==> config.mk <==
export PLATFORM = sky130hd
export DESIGN_NAME = har_feature_loader
export DESIGN_NICKNAME = d
export VERILOG_FILES = /design/src/rtl/har_pkg.sv /design/src/rtl/har_frame_buf.sv /design/src/rtl/har_feature_loader.sv
export SDC_FILE = /design/constraint.sdc
export NUM_CORES = 2
export LEC_CHECK = 0
export CAP_MARGIN = 10
export CORE_AREA = 4 4 609 611
export CTS_CLUSTER_DIAMETER = 50
export CTS_CLUSTER_SIZE = 12
export DETAILED_ROUTE_END_ITERATION = 8
export DIE_AREA = 0 0 613 615
export GPL_TIMING_DRIVEN = 0
export PLACE_DENSITY = 0.37
export SLEW_MARGIN = 10
export SYNTH_ARGS = -nofsm -noshare
export SYNTH_HDL_FRONTEND = slang
export SYNTH_SLANG_ARGS = --single-unit
==> constraint.sdc <==
create_clock -name clk -period 3.4 [get_ports clk]
set_clock_uncertainty 0.2 [all_clocks]
set_input_delay 0.51 -clock clk [delete_from_list [all_inputs] [get_ports clk]]
set_output_delay 0.51 -clock clk [all_outputs]
set_load 0.01 [all_outputs]
Figure 1. Clock routing.
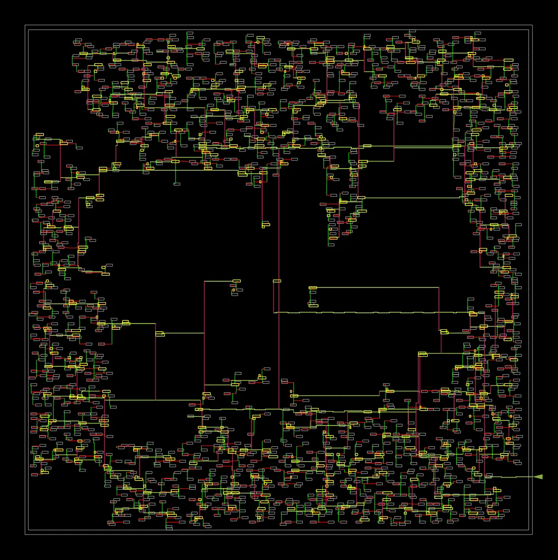
Clock group: 29.0 mW
Latency at later pin: 870 ps

Figure 2. A small window of the routed layout.
The bar under the picture is 20 um long. Window x 282 to 332, y 406 to 456 um. Cells in gray, sequential cells in the stronger gray; small squares are vias.
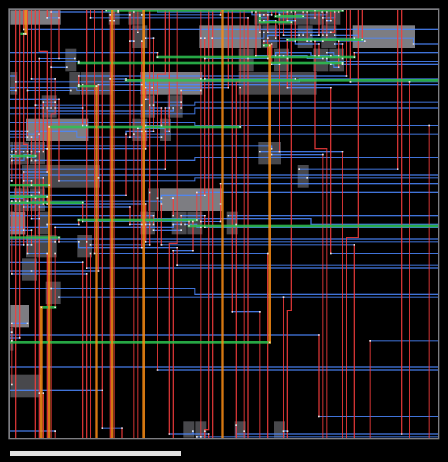
- M2: red
- M4: orange
- M1: blue
- M3: green
- most frequent: clkbuf_1 (12), nand3_1 (9), o21ai_0 (8)
- cells with their middle in the window: 52
- sequential cells in the window: 6

Figure 3. Sequential cells grouped by signal name.
The bar under the picture is 200 um long. Other sequential cells in the stronger gray, the rest of the logic in the fainter gray.
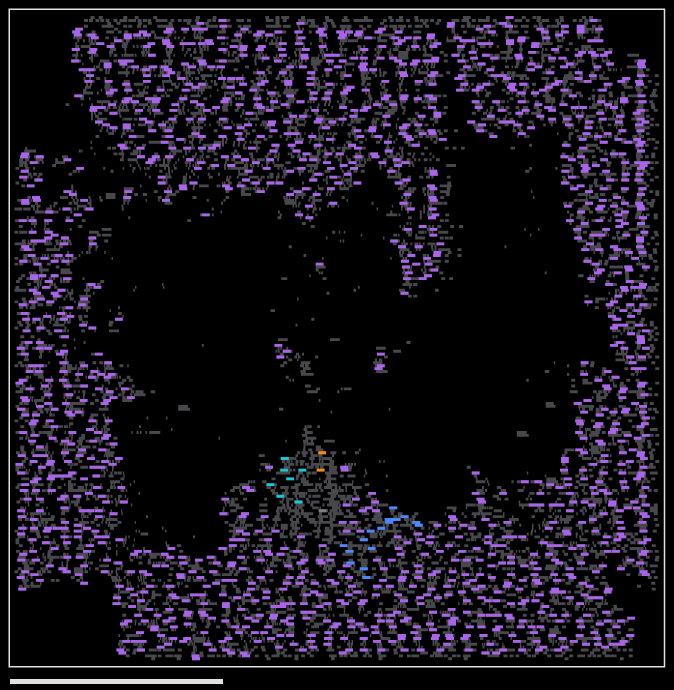
- u_frame_buf.g_row.r_word: purple (sequential cells 1520; where spread over the die)
- r_state: orange (sequential cells 2)
- frame_cnt: blue (sequential cells 16; where bottom center)
- r_idx: cyan (sequential cells 7)
- not colored: 1
Seq area share: 34.3%
Seq power: 18.1 mW
Reg area: 0.0309 mm^2

Figure 4. I/O pins on the die edge.
The bar under the picture is 200 um long. Pins as bars across the die edge, other pins in gray.
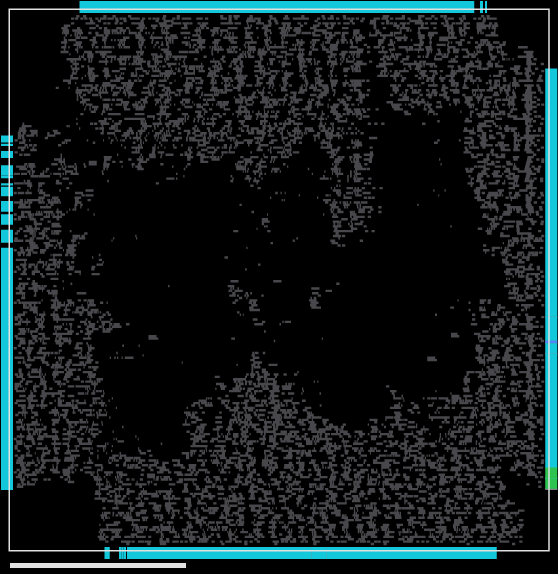
- s_data: green (pins 16; direction input; edge right)
- s_valid: blue (pins 1; direction input; edge right)
- image_flat: cyan (pins 1520; direction output; edge 490 top, 445 bottom, 330 right, 255 left)
- all pins by edge: 490 top, 463 bottom, 352 right, 255 left
Port Buffers: 1558
width of the die: 613 um

==> impl_metrics.toml <==
# implementation run metrics
[sta]
clock.fmax_mhz = 301
slew_headroom_pct = 10.6
drv_slew = 0
final_min_period_over_clock_period_pct = 97.8
min_period_ps = 3330
rsz0062_at_grt = "true"

[power]
p_total_mw = 49.0

[routing]
viasPerCell = 4.42
totalWireLength_um = 438000
drt_iter0_markers = 4892
wl_per_cell_um = 32.1
first_pass_iters = 7

[final_layout]
fill_cells = 39600
finalNetCount = 8571
area_delta_synth_final_pct = 58.8
largest_register_ffs = 1520
drive_above_1_share_pct = 12.1

[grt]
grt_max_degree = 20
grt_pass1_wl_um = 563000
antenna_found_initial = 43
grt_overflow_total = 0
grt_pass1_vias = 57700
track_usage_pct = 22.0
grt.met1_usage_pct = 25.1
grt.busiest_layer = "met2"

[yosys]
topCombFamilyByArea = "simple AND/OR/NAND/NOR gates"
ff_type = "dfxtp_1"
synth_dominant_cell_count = "dfxtp_1"
mux_share_pct = 6.11
synth_area_per_cell_um2 = 8.60
synth-adder-area-share_pct = 0.0880
synthXorXnorAreaFrac_pct = 0.154
ys_cells = 6613
syn_inst = 6613
async_flop_share_pct = 0
aoi_share_pct = 16.2
yosys_warnings = 0

[clocking]
path_clk_slew_ps = 60
numCtsBuffers = 271
cts_tree = "built"
root_buffer = "clkbuf_16"

[worst_setup_path]
cp.arrival_ps = 3870
crit_fanout = 16
rrSetupSlack_ps = 70
max_stage_delay_ps = 510
end_kind = "register"
crit_path_cell_trace = "or2_2 -> clkbuf_2 -> clkbuf_8 -> nand2_1 -> ha_2 -> clkbuf_8 -> o2111a_2 -> nand3_2 -> nand2_1 -> a21oi_1"

[floorplan]
fp_util_pct = 15.6
dieArea_mm2 = 0.377
coreArea_mm2 = 0.365

[placed_design]
place.gp.congestion = 0.862
placed_cell_area_mm2 = 0.0795

[min_path]
min_path_cells = 2

[status]
outcome = "finished clean"
-- stage by stage --
stage	std cells	setup TNS (ps)	setup WS [ps]	hold WS, ps
2_1_floorplan	6613	0	536	276
3_3_place_gp	13000	-1895640	-3280	241
3_5_place_dp	13000	-1025310	-1480	245
4_1_cts	13600	-481	-103	123
5_1_grt	13600	-164	-32.1	205
6_report	13600	0	73.2	251
-- timing repair --
action | CTS | global route
endpoints found under the hold margin | 0 | 0
pin swaps | 22 | 10
buffers inserted | 43 | 29
resized | 136 | 36
setup endpoints to repair | 1142 | 376
-- final cells by class --
type / instances / area (um^2) / area share [%]
well taps: 4816 / 6030 / 6.68
flip-flops and latches: 1546 / 30900 / 34.3
diodes: 28 / 70.1 / 0.0776
clock inverters: 178 / 2230 / 2.47
multi-input cells: 4337 / 23300 / 25.8
repair buffers: 1672 / 17100 / 19.0
inverters: 10 / 37.5 / 0.0416
plain buffers: 708 / 3190 / 3.53
clock buffers: 315 / 7310 / 8.10
-- cells by family (layout without fill, tap and decap cells) --
| family | Yosys count | count (layout) |
|---|---|---|
| mux | 347 | 347 |
| flops | 1546 | 1546 |
| other cells | 0 | 28 |
| fa+ha+maj | 4 | 4 |
| simple gates | 2253 | 2253 |
| buf+inv | 730 | 2883 |
| compound gates | 1723 | 1723 |
| xor+xnor | 10 | 10 |
-- worst max-delay path: cells and delay by family, from the launching register on --
kind            cells  cell delay, ps
compound gates      2             470
fa+ha+maj           1             320
buf+inv             3             620
flops               1             360
simple gates        4            1190
-- layer usage --
metal	vias up	wire length [um]
met1	30200	168000
met2	2616	216000
met5	-	81
li1	26700	-
met3	609	31700
met4	12	22400
-- power by group --
part / switching, mW / total, mW / internal [mW]
Sequential: 0.00639 / 18.1 / 18.1
Combinational: 1.58 / 1.86 / 0.279
Clock: 11.0 / 29.0 / 18.0
Power figures rest on the tool's default switching activity, not on a simulated workload.
